### src/rtl/pipeline_stall_controller_pkg.sv
// Shared types for the pipeline stall/flush sequencer: FSM encoding and per-stage control bundle.
package pipeline_stall_controller_pkg;

    localparam int unsigned STALL_FSM_W = 2;

    typedef enum logic [STALL_FSM_W-1:0] {
        ST_RUN      = 2'd0,
        ST_MEM_WAIT = 2'd1,
        ST_FLUSH    = 2'd2,
        ST_ERROR    = 2'd3
    } stall_state_e;

    typedef struct packed {
        logic pc_freeze;
        logic if_id_freeze;
        logic id_exe_bubble;
        logic if_id_flush;
        logic back_freeze;
    } stage_ctrl_t;

    localparam stage_ctrl_t CTRL_IDLE       = 5'b00000;
    localparam stage_ctrl_t CTRL_FREEZE_ALL = 5'b11001;
    localparam stage_ctrl_t CTRL_FLUSH      = 5'b00110;
    localparam stage_ctrl_t CTRL_HAZARD     = 5'b11100;

    function automatic logic mem_stall_of(input logic req, input logic ready);
        return req & ~ready;
    endfunction

endpackage

### src/rtl/pipeline_stall_controller_sat_counter.sv
// Saturating up-counter used for the stall/flush performance counters.
module pipeline_stall_controller_sat_counter
    import pipeline_stall_controller_pkg::*;
#(
    parameter int unsigned WIDTH = 32
) (
    input  logic             clk,
    input  logic             rst_n,
    input  logic             inc,
    output logic [WIDTH-1:0] count
);

    always_ff @(posedge clk or negedge rst_n) begin
        if (!rst_n) begin
            count <= '0;
        end else if (inc && (count != '1)) begin
            count <= count + WIDTH'(1);
        end
    end

endmodule

### src/rtl/pipeline_stall_controller.sv
// Central stall/flush sequencer: merges hazard, branch and memory-wait requests into
// same-cycle per-stage freeze/flush/bubble controls, with a memory timeout and perf counters.
module pipeline_stall_controller
    import pipeline_stall_controller_pkg::*;
#(
    parameter int unsigned FLUSH_CYCLES = 1,
    parameter int unsigned TIMEOUT      = 255,
    parameter int unsigned TO_W         = 8,
    parameter int unsigned CNT_W        = 32
) (
    input  logic             clk,
    input  logic             rst_n,
    input  logic             hazard_detected,
    input  logic             branch_taken,
    input  logic             mem_req,
    input  logic             mem_ready,
    output logic             pc_freeze,
    output logic             if_id_freeze,
    output logic             id_exe_bubble,
    output logic             if_id_flush,
    output logic             back_freeze,
    output logic             timeout_err,
    output logic [CNT_W-1:0] stall_cycles,
    output logic [CNT_W-1:0] flush_events
);

    localparam int unsigned FL_W = (FLUSH_CYCLES > 1) ? $clog2(FLUSH_CYCLES) : 1;

    stall_state_e    state;
    logic [TO_W-1:0] wait_cnt;
    logic [FL_W-1:0] flush_left;
    logic            mem_stall;
    logic            accept_branch;
    stage_ctrl_t     ctrl;

    // Same-cycle control decode; priority ERROR > mem_stall > branch > hazard.
    always_comb begin
        ctrl          = CTRL_IDLE;
        accept_branch = 1'b0;
        mem_stall     = mem_stall_of(mem_req, mem_ready);
        case (state)
            ST_ERROR: ctrl = CTRL_FREEZE_ALL;
            ST_FLUSH: ctrl = mem_stall ? CTRL_FREEZE_ALL : CTRL_FLUSH;
            default: begin
                if (mem_stall) begin
                    ctrl = CTRL_FREEZE_ALL;
                end else if (branch_taken) begin
                    ctrl          = CTRL_FLUSH;
                    accept_branch = 1'b1;
                end else if (hazard_detected) begin
                    ctrl = CTRL_HAZARD;
                end
            end
        endcase
        // Reset must silence the controls immediately, even with requests pending.
        if (!rst_n) begin
            ctrl          = CTRL_IDLE;
            accept_branch = 1'b0;
        end
    end

    // State, memory-wait counter and flush counter.
    always_ff @(posedge clk or negedge rst_n) begin
        if (!rst_n) begin
            state      <= ST_RUN;
            wait_cnt   <= '0;
            flush_left <= '0;
        end else begin
            case (state)
                ST_RUN, ST_MEM_WAIT: begin
                    if (mem_stall) begin
                        if (state == ST_RUN) begin
                            state    <= ST_MEM_WAIT;
                            wait_cnt <= TO_W'(1);
                        end else if (wait_cnt == TO_W'(TIMEOUT)) begin
                            state <= ST_ERROR;
                        end else begin
                            wait_cnt <= wait_cnt + TO_W'(1);
                        end
                    end else begin
                        wait_cnt <= '0;
                        if (branch_taken && (FLUSH_CYCLES > 1)) begin
                            state      <= ST_FLUSH;
                            flush_left <= FL_W'(FLUSH_CYCLES - 1);
                        end else begin
                            state <= ST_RUN;
                        end
                    end
                end
                ST_FLUSH: begin
                    if (!mem_stall) begin
                        flush_left <= flush_left - FL_W'(1);
                        if (flush_left == FL_W'(1)) begin
                            state <= ST_RUN;
                        end
                    end
                end
                ST_ERROR: state <= ST_ERROR;
            endcase
        end
    end

    assign pc_freeze     = ctrl.pc_freeze;
    assign if_id_freeze  = ctrl.if_id_freeze;
    assign id_exe_bubble = ctrl.id_exe_bubble;
    assign if_id_flush   = ctrl.if_id_flush;
    assign back_freeze   = ctrl.back_freeze;
    assign timeout_err   = (state == ST_ERROR);

    pipeline_stall_controller_sat_counter #(.WIDTH(CNT_W)) u_stall_cnt (
        .clk   (clk),
        .rst_n (rst_n),
        .inc   (ctrl.pc_freeze),
        .count (stall_cycles)
    );

    pipeline_stall_controller_sat_counter #(.WIDTH(CNT_W)) u_flush_cnt (
        .clk   (clk),
        .rst_n (rst_n),
        .inc   (accept_branch),
        .count (flush_events)
    );

endmodule

### config.mk
export PLATFORM = sky130hd
export DESIGN_NAME = pipeline_stall_controller
export DESIGN_NICKNAME = d
export VERILOG_FILES = /design/src/rtl/pipeline_stall_controller_pkg.sv /design/src/rtl/pipeline_stall_controller_sat_counter.sv /design/src/rtl/pipeline_stall_controller.sv
export SDC_FILE = /design/constraint.sdc
export NUM_CORES = 1
export LEC_CHECK = 0
export ABC_AREA = 1
export ABC_CLOCK_PERIOD_IN_PS = 2100
export CAP_MARGIN = 15
export CORE_MARGIN = 10
export CORE_UTILIZATION = 55
export DETAILED_ROUTE_END_ITERATION = 10
export PLACE_DENSITY = 0.81
export SETUP_SLACK_MARGIN = 0.3
export SKIP_CTS_REPAIR_TIMING = 1
export SYNTH_ARGS = -nofsm -noshare
export SYNTH_HDL_FRONTEND = slang
export SYNTH_SLANG_ARGS = --single-unit
### constraint.sdc
create_clock -name clk -period 2.1 [get_ports clk]
set_input_delay 0.525 -clock clk [delete_from_list [all_inputs] [get_ports clk]]
set_output_delay 0.525 -clock clk [all_outputs]
set_load 0.1 [all_outputs]
==> run_summary.xml, run 1 <==
<?xml version="1.0" encoding="UTF-8"?>
<metrics>
  <group name="final_layout">
    <metric name="lay_top_count" unit="">sky130_fd_sc_hd__nand2_1</metric>
    <metric name="layout_top_cells" unit="">sky130_fd_sc_hd__nand2_1, sky130_fd_sc_hd__nor2_1, sky130_fd_sc_hd__inv_1</metric>
    <metric name="multiInputGateArea" unit="mm²">0.00287</metric>
    <metric name="numSequentialCells" unit="">75</metric>
    <metric name="leading_cell_category_by_total_area" unit="">combinational gates</metric>
    <metric name="layout.clock_buffers" unit="">12</metric>
    <metric name="non_clock_inverter_count" unit="">70</metric>
    <metric name="diodes" unit="">0</metric>
    <metric name="multi_input_comb_cells" unit="">612</metric>
    <metric name="seq_area_frac" unit="">0.288</metric>
    <metric name="area_share_clock_buf_inv" unit="">0.0323</metric>
    <metric name="finalNonFillerCells" unit="">975</metric>
  </group>
  <group name="synthesis">
    <metric name="ys_warn_count" unit="">0</metric>
    <metric name="top_cell" unit="">sky130_fd_sc_hd__nand2_1</metric>
    <metric name="simple_gate_area_frac" unit="">0.458</metric>
    <metric name="synth.cell_area" unit="mm²">0.00500</metric>
    <metric name="yosys.area_share.xor_xnor" unit="">0.0596</metric>
    <metric name="compound_area_frac" unit="">0.0240</metric>
    <metric name="predominant_post_synthesis_flop_cell" unit="">sky130_fd_sc_hd__dfrtp_1</metric>
    <metric name="yosys_cells" unit="">769</metric>
    <metric name="edf_count" unit="">0</metric>
    <metric name="area_leaders" unit="">sky130_fd_sc_hd__dfrtp_1, sky130_fd_sc_hd__nand2_1, sky130_fd_sc_hd__nor2_1</metric>
    <metric name="seq_area_frac_synth" unit="">0.375</metric>
    <metric name="post_synth_inst_count" unit="">769</metric>
    <metric name="ys_top_cells_by_count" unit="">sky130_fd_sc_hd__nand2_1, sky130_fd_sc_hd__nor2_1, sky130_fd_sc_hd__dfrtp_1</metric>
    <metric name="syn_avg_cell_area" unit="µm²">6.50</metric>
    <metric name="mux_share" unit="">0</metric>
    <metric name="ys_chip_area" unit="mm²">0.00500</metric>
    <metric name="largest_area_contributor_in_the_netlist" unit="">sky130_fd_sc_hd__dfrtp_1</metric>
    <metric name="yosys.area_share.adder" unit="">0.00751</metric>
    <metric name="synth.net_count" unit="">778</metric>
    <metric name="asyncSetResetFlopFracSynth" unit="">1.00</metric>
    <metric name="yosys-dominant-comb-family" unit="">simple AND/OR/NAND/NOR gates</metric>
    <metric name="top_cell_area_share" unit="">0.375</metric>
  </group>
  <group name="detailed_routing">
    <metric name="met3RoutedLength" unit="µm">1010</metric>
    <metric name="vias_per_cell" unit="">5.35</metric>
    <metric name="drtAntennaViolNets" unit="">0</metric>
    <metric name="dr.pass1.iters" unit="">5</metric>
    <metric name="routedLengthMet1" unit="µm">6130</metric>
    <metric name="uppermost_metal_layer_occupied_by_signal_nets" unit="">met4</metric>
    <metric name="wl_met2" unit="µm">7080</metric>
    <metric name="route.detailed.drc" unit="">0</metric>
    <metric name="vias" unit="">5216</metric>
    <metric name="drt_iter0_drc" unit="">411</metric>
    <metric name="wirelength" unit="µm">14500</metric>
  </group>
  <group name="pwr">
    <metric name="power_density" unit="mW/mm²">513</metric>
    <metric name="power.share.sequential" unit="">0.441</metric>
    <metric name="internal_power" unit="mW">2.50</metric>
    <metric name="power_frac_comb" unit="">0.203</metric>
    <metric name="power.leakage" unit="nW">3.17</metric>
    <metric name="p_sw_frac" unit="">0.312</metric>
    <metric name="max-vdd-ir-drop" unit="µV">356</metric>
  </group>
  <group name="global_route">
    <metric name="grt_start_max_net_pins" unit="">76</metric>
    <metric name="grt_pass1_wl" unit="µm">24500</metric>
    <metric name="grt_antenna_before_repair" unit="">0</metric>
    <metric name="overflow" unit="">0</metric>
    <metric name="met3_usage" unit="">0.0458</metric>
    <metric name="first_global_vias" unit="">5141</metric>
  </group>
  <group name="job">
    <metric name="max_cap_violations" unit="">0</metric>
  </group>
  <group name="sta">
    <metric name="min_period" unit="ns">2.04</metric>
    <metric name="setup_violations" unit="">0</metric>
    <metric name="hold_violations" unit="">0</metric>
    <metric name="fmax" unit="GHz">0.490</metric>
    <metric name="timing_worst_slew_pin_value" unit="ns">0.962</metric>
    <metric name="report.final.slew_viol_count" unit="">0</metric>
    <metric name="relative_slew_slack" unit="">0.359</metric>
    <metric name="finalWorstSetupSlack" unit="ns">0.0572</metric>
    <metric name="final.period_utilization" unit="">0.973</metric>
  </group>
  <group name="setup_path">
    <metric name="path_cells" unit="">buf_4 -&gt; nor3_4 -&gt; a2111oi_4 -&gt; buf_12</metric>
    <metric name="worstSetupPathType" unit="">reg -&gt; out</metric>
    <metric name="setup.worst_path.start_class" unit="">register</metric>
    <metric name="timing.critical_path.arrival" unit="ns">1.52</metric>
    <metric name="required" unit="ns">1.57</metric>
    <metric name="cp-end-kind" unit="">output port</metric>
    <metric name="timing.critical_path.slowest_stage_cell" unit="">sky130_fd_sc_hd__dfrtp_2</metric>
  </group>
  <group name="run_status">
    <metric name="run_status" unit="">finished clean</metric>
  </group>
  <group name="place">
    <metric name="dp_hpwl" unit="µm">10900</metric>
    <metric name="detailedPlace.worstSlack" unit="ns">-0.295</metric>
  </group>
  <group name="clocking">
    <metric name="cts-htree-levels" unit="">3</metric>
    <metric name="cts.clk_slew.worst_paths" unit="ns">0.08</metric>
    <metric name="max-clock-path-buffers" unit="">2</metric>
    <metric name="cts_root_buf" unit="">sky130_fd_sc_hd__clkbuf_8</metric>
    <metric name="clock-sinks" unit="">75</metric>
    <metric name="insertion_delay" unit="ns">0.35</metric>
  </group>
  <group name="floorplanning">
    <metric name="init_core_util" unit="">0.568</metric>
    <metric name="coreArea" unit="mm²">0.00881</metric>
    <metric name="die-area" unit="mm²">0.0133</metric>
    <metric name="die.size.x" unit="µm">115</metric>
    <metric name="die_h" unit="µm">115</metric>
    <metric name="nWellTaps" unit="">108</metric>
  </group>
  <group name="hold_path">
    <metric name="min_path_type" unit="">in -&gt; async</metric>
  </group>
</metrics>
[run 1: path summary, 6_finish.rpt]
path                                              startpoint                                 to  slack (ns)  cells past startpoint
min in group clk           u_flush_cnt.count[18]$_DFFE_PN0P_  u_flush_cnt.count[18]$_DFFE_PN0P_        0.54                      2
setup / recovery                        state[1]$_DFFE_PN0P_                      id_exe_bubble        0.06                      4
setup reg to reg                        state[1]$_DFFE_PN0P_  u_stall_cnt.count[12]$_DFFE_PN0P_        0.39                      9
hold reg to reg            u_flush_cnt.count[18]$_DFFE_PN0P_  u_flush_cnt.count[18]$_DFFE_PN0P_        0.54                      2
max in group asynchronous                              rst_n  u_flush_cnt.count[17]$_DFFE_PN0P_        0.92                      2
hold / removal                                         rst_n            wait_cnt[2]$_DFFE_PN0P_        0.45                      2
[run 1: critical path: cells and delay by family, from the launching register on]
family	cells	cell delay (ns)
flops	1	0.48
buf+inv	2	0.38
compound gates	1	0.25
simple gates	1	0.04
[run 1: power by group through the flow]
stage	registers, mW	logic, mW	clock network [mW]
after floorplan	1.90	0.165	0
after CTS	1.60	0.741	1.30
after global placement	1.63	0.724	0
final	1.60	0.740	1.29
after global routing	1.61	0.777	1.36
after detailed placement	1.63	0.739	0
[run 1: through the flow]
| stage | TNS, ns | power [mW] | instance area, µm² | hold WS [ns] |
|---|---|---|---|---|
| 5_1_grt | -0.0216 | 3.75 | 7090 | 0.540 |
| 3_5_place_dp | -7.90 | 2.37 | 6780 | 0.518 |
| 3_3_place_gp | -4.28 | 2.35 | 6780 | 0.483 |
| 4_1_cts | -1.04 | 3.64 | 7010 | 0.499 |
| 2_1_floorplan | -0.170 | 2.07 | 5300 | 0.229 |
| 6_report | 0 | 3.64 | 7090 | 0.454 |
Fig. 1: run 1, cell classes on the final placement
Scale bar: 20 µm.
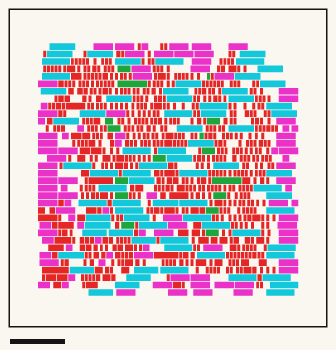
registers: drawn in cyan, cells 75, share of their area 29%. clock drivers and dummy loads: drawn in green, cells 16, share of their area 3.3%. remaining logic cells: drawn in red, cells 682, share of their area 45%. remaining buffers and delay cells: drawn in magenta, cells 94, share of their area 22%.
final core utilization: 0.805
Row Count: 34

Fig. 2: run 1, track usage over the die
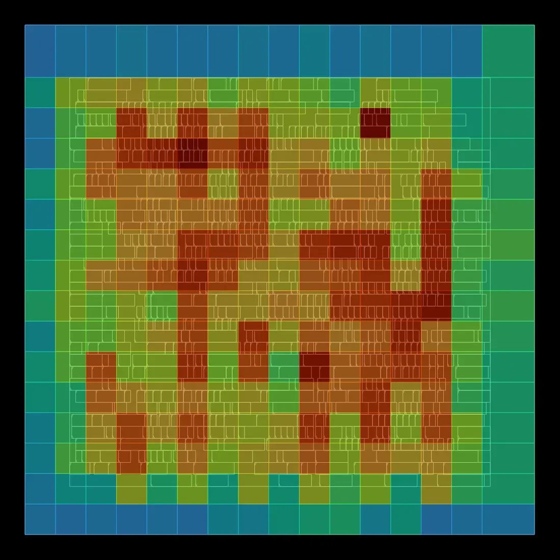
global route hottest layer: met2
met2 Use GR: 0.371
total track usage: 0.223
wire per inst: 14.9 µm
met1 routing resource usage after global routing: 0.279

Fig. 3: run 1, nets reached from selected ports
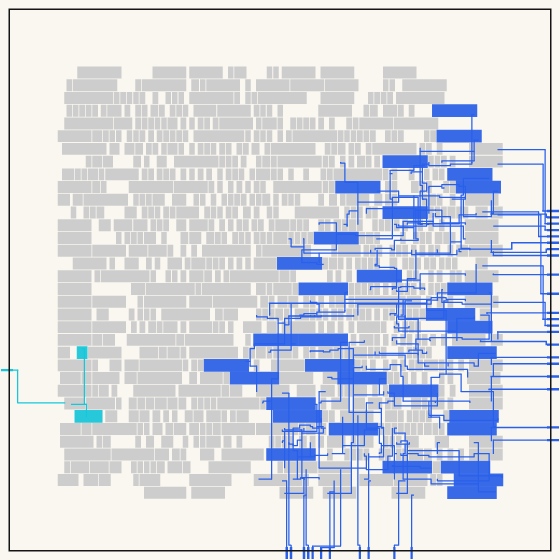
`stall_cycles`: drawn in blue, direction output, edge 21 east, 11 south, end cells 32, wire 2100 µm. `hazard_detected`: drawn in cyan, direction input, edge west, end cells 2, wire 37.0 µm.
count of pins on the block boundary: 76
PortBufs: 75

Fig. 4: run 1, drive-strength map
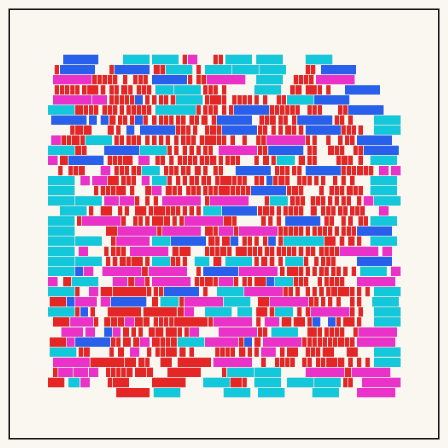
x3 and x4: drawn in magenta, cells 81. x2: drawn in blue, cells 48. x6 and larger: drawn in cyan, cells 83. x1 and smaller: drawn in red, cells 655.
post-route design area: 0.00709 mm²
Non-clock buffers: 94
Synth-to-Final Area Change: 41.8%

Fig. 5: run 1, wiring heat map
Scale bar: 20 µm. The die is cut into 23 by 23 equal tiles; dark purple is low, yellow is high, scaled to the fullest tile. Values are wire area over tile area, all layers added.
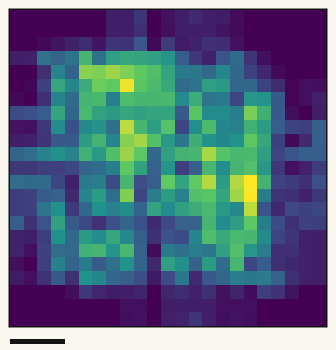

==> run 2, diff against run 1 <==
SETUP_SLACK_MARGIN = not set   (was 0.3)
Fig. 6: run 2, wiring heat map
Scale bar: 20 µm. The die is cut into 23 by 23 equal tiles; dark purple is low, yellow is high, scaled to the fullest tile. Values are wire area over tile area, all layers added.
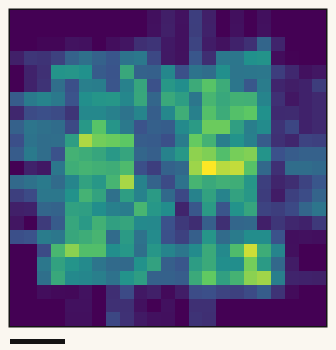
23% of the tiles are over half the peak. The densest ninth of the die: center. The mean over all tiles is 0.17. The fullest tile reaches 0.58.
wire per inst: 14.7 µm
DR vias: 5064
total track usage: 0.220
wire length after detailed routing: 14300 µm

==> run 2 against run 1 <==
Effect of this change:
- core utilization decreased by 3.1 points
- largest power group unchanged
- sequential share of layout area decreased by 0.64 points
- clock power decreased by 9%
- first-iteration DRC count decreased by 25%
- critical path depth increased by 1
- area after synthesis unchanged
- combinational power decreased by 11%
- critical endpoint is now if_id_flush
- cell count decreased by 0.41%
- sequential cell count unchanged
- non-clock buffer count decreased by 4
- sequential power about the same
- critical path type unchanged
- die area unchanged
==> run_summary.xml, run 2 <==
<?xml version="1.0" encoding="UTF-8"?>
<metrics>
  <group name="final_layout">
    <metric name="diodes" unit="">0</metric>
    <metric name="final_cell_area" unit="mm²">0.00682</metric>
    <metric name="lay_top_count" unit="">sky130_fd_sc_hd__nand2_1</metric>
    <metric name="finish.utilization" unit="">0.774</metric>
  </group>
  <group name="sta">
    <metric name="finalWorstSetupSlack" unit="ns">0.0597</metric>
    <metric name="hold_ws" unit="ns">0.180</metric>
    <metric name="fmax" unit="GHz">0.490</metric>
    <metric name="min_period" unit="ns">2.04</metric>
    <metric name="final.setup.tns" unit="ns">0</metric>
    <metric name="timing_worst_slew_pin_value" unit="ns">0.711</metric>
    <metric name="hold_violations" unit="">0</metric>
  </group>
  <group name="synthesis">
    <metric name="ys_top_cells_by_count" unit="">sky130_fd_sc_hd__nand2_1, sky130_fd_sc_hd__nor2_1, sky130_fd_sc_hd__dfrtp_1</metric>
    <metric name="largest_area_contributor_in_the_netlist" unit="">sky130_fd_sc_hd__dfrtp_1</metric>
    <metric name="ys_warn_count" unit="">0</metric>
    <metric name="ys_chip_area" unit="mm²">0.00500</metric>
    <metric name="seq_area_frac_synth" unit="">0.375</metric>
    <metric name="edf_count" unit="">0</metric>
    <metric name="area_leaders" unit="">sky130_fd_sc_hd__dfrtp_1, sky130_fd_sc_hd__nand2_1, sky130_fd_sc_hd__nor2_1</metric>
    <metric name="top_cell_area_share" unit="">0.375</metric>
    <metric name="yosys_cells" unit="">769</metric>
    <metric name="post_synth_inst_count" unit="">769</metric>
    <metric name="synth.cell_area" unit="mm²">0.00500</metric>
    <metric name="predominant_post_synthesis_flop_cell" unit="">sky130_fd_sc_hd__dfrtp_1</metric>
  </group>
  <group name="hold_path">
    <metric name="min_path_type" unit="">in -&gt; async</metric>
  </group>
  <group name="clocking">
    <metric name="insertion_delay" unit="ns">0.36</metric>
    <metric name="cts.clk_slew.worst_paths" unit="ns">0.09</metric>
    <metric name="cts-htree-levels" unit="">3</metric>
    <metric name="max-clock-path-buffers" unit="">2</metric>
  </group>
  <group name="place">
    <metric name="dp_hpwl" unit="µm">10900</metric>
    <metric name="placed_area" unit="mm²">0.00658</metric>
  </group>
  <group name="detailed_routing">
    <metric name="drtAntennaViolNets" unit="">0</metric>
    <metric name="routedLengthMet1" unit="µm">5910</metric>
    <metric name="wl_met2" unit="µm">7070</metric>
    <metric name="met3RoutedLength" unit="µm">1030</metric>
    <metric name="drt_iter0_drc" unit="">309</metric>
  </group>
  <group name="global_route">
    <metric name="first_global_vias" unit="">4969</metric>
    <metric name="grt_start_max_net_pins" unit="">57</metric>
    <metric name="met3_usage" unit="">0.0552</metric>
    <metric name="met1_routing_resource_usage_after_global_routing" unit="">0.270</metric>
    <metric name="grt_most_used_layer" unit="">met2</metric>
    <metric name="groute.layer.met2.usage" unit="">0.369</metric>
    <metric name="grt_antenna_before_repair" unit="">0</metric>
  </group>
  <group name="floorplanning">
    <metric name="init_core_util" unit="">0.568</metric>
    <metric name="die.size.x" unit="µm">115</metric>
    <metric name="row_count" unit="">34</metric>
    <metric name="die-area" unit="mm²">0.0133</metric>
    <metric name="design.portCount" unit="">76</metric>
    <metric name="die_h" unit="µm">115</metric>
  </group>
  <group name="run_status">
    <metric name="run_status" unit="">finished clean</metric>
  </group>
  <group name="pwr">
    <metric name="power.leakage" unit="nW">3.18</metric>
    <metric name="power.combinational.total" unit="µW">661</metric>
    <metric name="internal_power" unit="mW">2.24</metric>
    <metric name="power_density" unit="mW/mm²">500</metric>
    <metric name="max-vdd-ir-drop" unit="µV">500</metric>
    <metric name="total_power" unit="mW">3.41</metric>
    <metric name="p_sw_frac" unit="">0.343</metric>
    <metric name="pg_clk" unit="mW">1.17</metric>
    <metric name="power.share.sequential" unit="">0.461</metric>
  </group>
  <group name="setup_path">
    <metric name="worstSetupPathType" unit="">reg -&gt; out</metric>
    <metric name="cp-end-kind" unit="">output port</metric>
    <metric name="path_cells" unit="">inv_2 -&gt; nor2_2 -&gt; nand2_2 -&gt; a21oi_4 -&gt; buf_12</metric>
    <metric name="required" unit="ns">1.57</metric>
  </group>
</metrics>
## run 2: worst paths after layout
kind	start	endpoint	slack, ns	cells past startpoint
worst max-delay path	state[1]$_DFFE_PN0P_	if_id_flush	0.06	5
worst min-delay path	rst_n	u_flush_cnt.count[20]$_DFFE_PN0P_	0.18	2
worst max register to register	u_flush_cnt.count[0]$_DFFE_PN0P_	u_flush_cnt.count[6]$_DFFE_PN0P_	0.28	10
worst min register to register	wait_cnt[1]$_DFFE_PN0P_	wait_cnt[1]$_DFFE_PN0P_	0.53	2
max in group asynchronous	rst_n	u_flush_cnt.count[11]$_DFFE_PN0P_	1.20	2
min in group clk	wait_cnt[1]$_DFFE_PN0P_	wait_cnt[1]$_DFFE_PN0P_	0.53	2
## run 2: critical path: cells and delay by family, from the launching register on
| family | cells | cell delay [ns] |
|---|---|---|
| buffers and inverters | 2 | 0.29 |
| AND/OR/NAND/NOR | 2 | 0.19 |
| flip-flops | 1 | 0.49 |
| AND-OR/OR-AND | 1 | 0.18 |
## run 2: logic make-up after synthesis
family,count (synthesis),share of synthesized area
buffers and inverters,82,0.0756
XOR/XNOR,34,0.0596
adder cells (fa/ha/maj),3,0.00751
AND-OR/OR-AND,23,0.0240
flip-flops,75,0.375
AND/OR/NAND/NOR,552,0.458
## run 2: cell type report
cell class | instances | area (µm²) | area share
Tap cell | 108 | 135 | 0.0198
Sequential cell | 75 | 1920 | 0.282
Timing Repair Buffer | 90 | 1470 | 0.216
Clock buffer | 10 | 128 | 0.0187
Multi-Input combinational cell | 612 | 2810 | 0.413
Inverter | 70 | 270 | 0.0397
Clock inverter | 6 | 72.6 | 0.0106
No activity file was given, so power comes from the tool's default toggle rates.
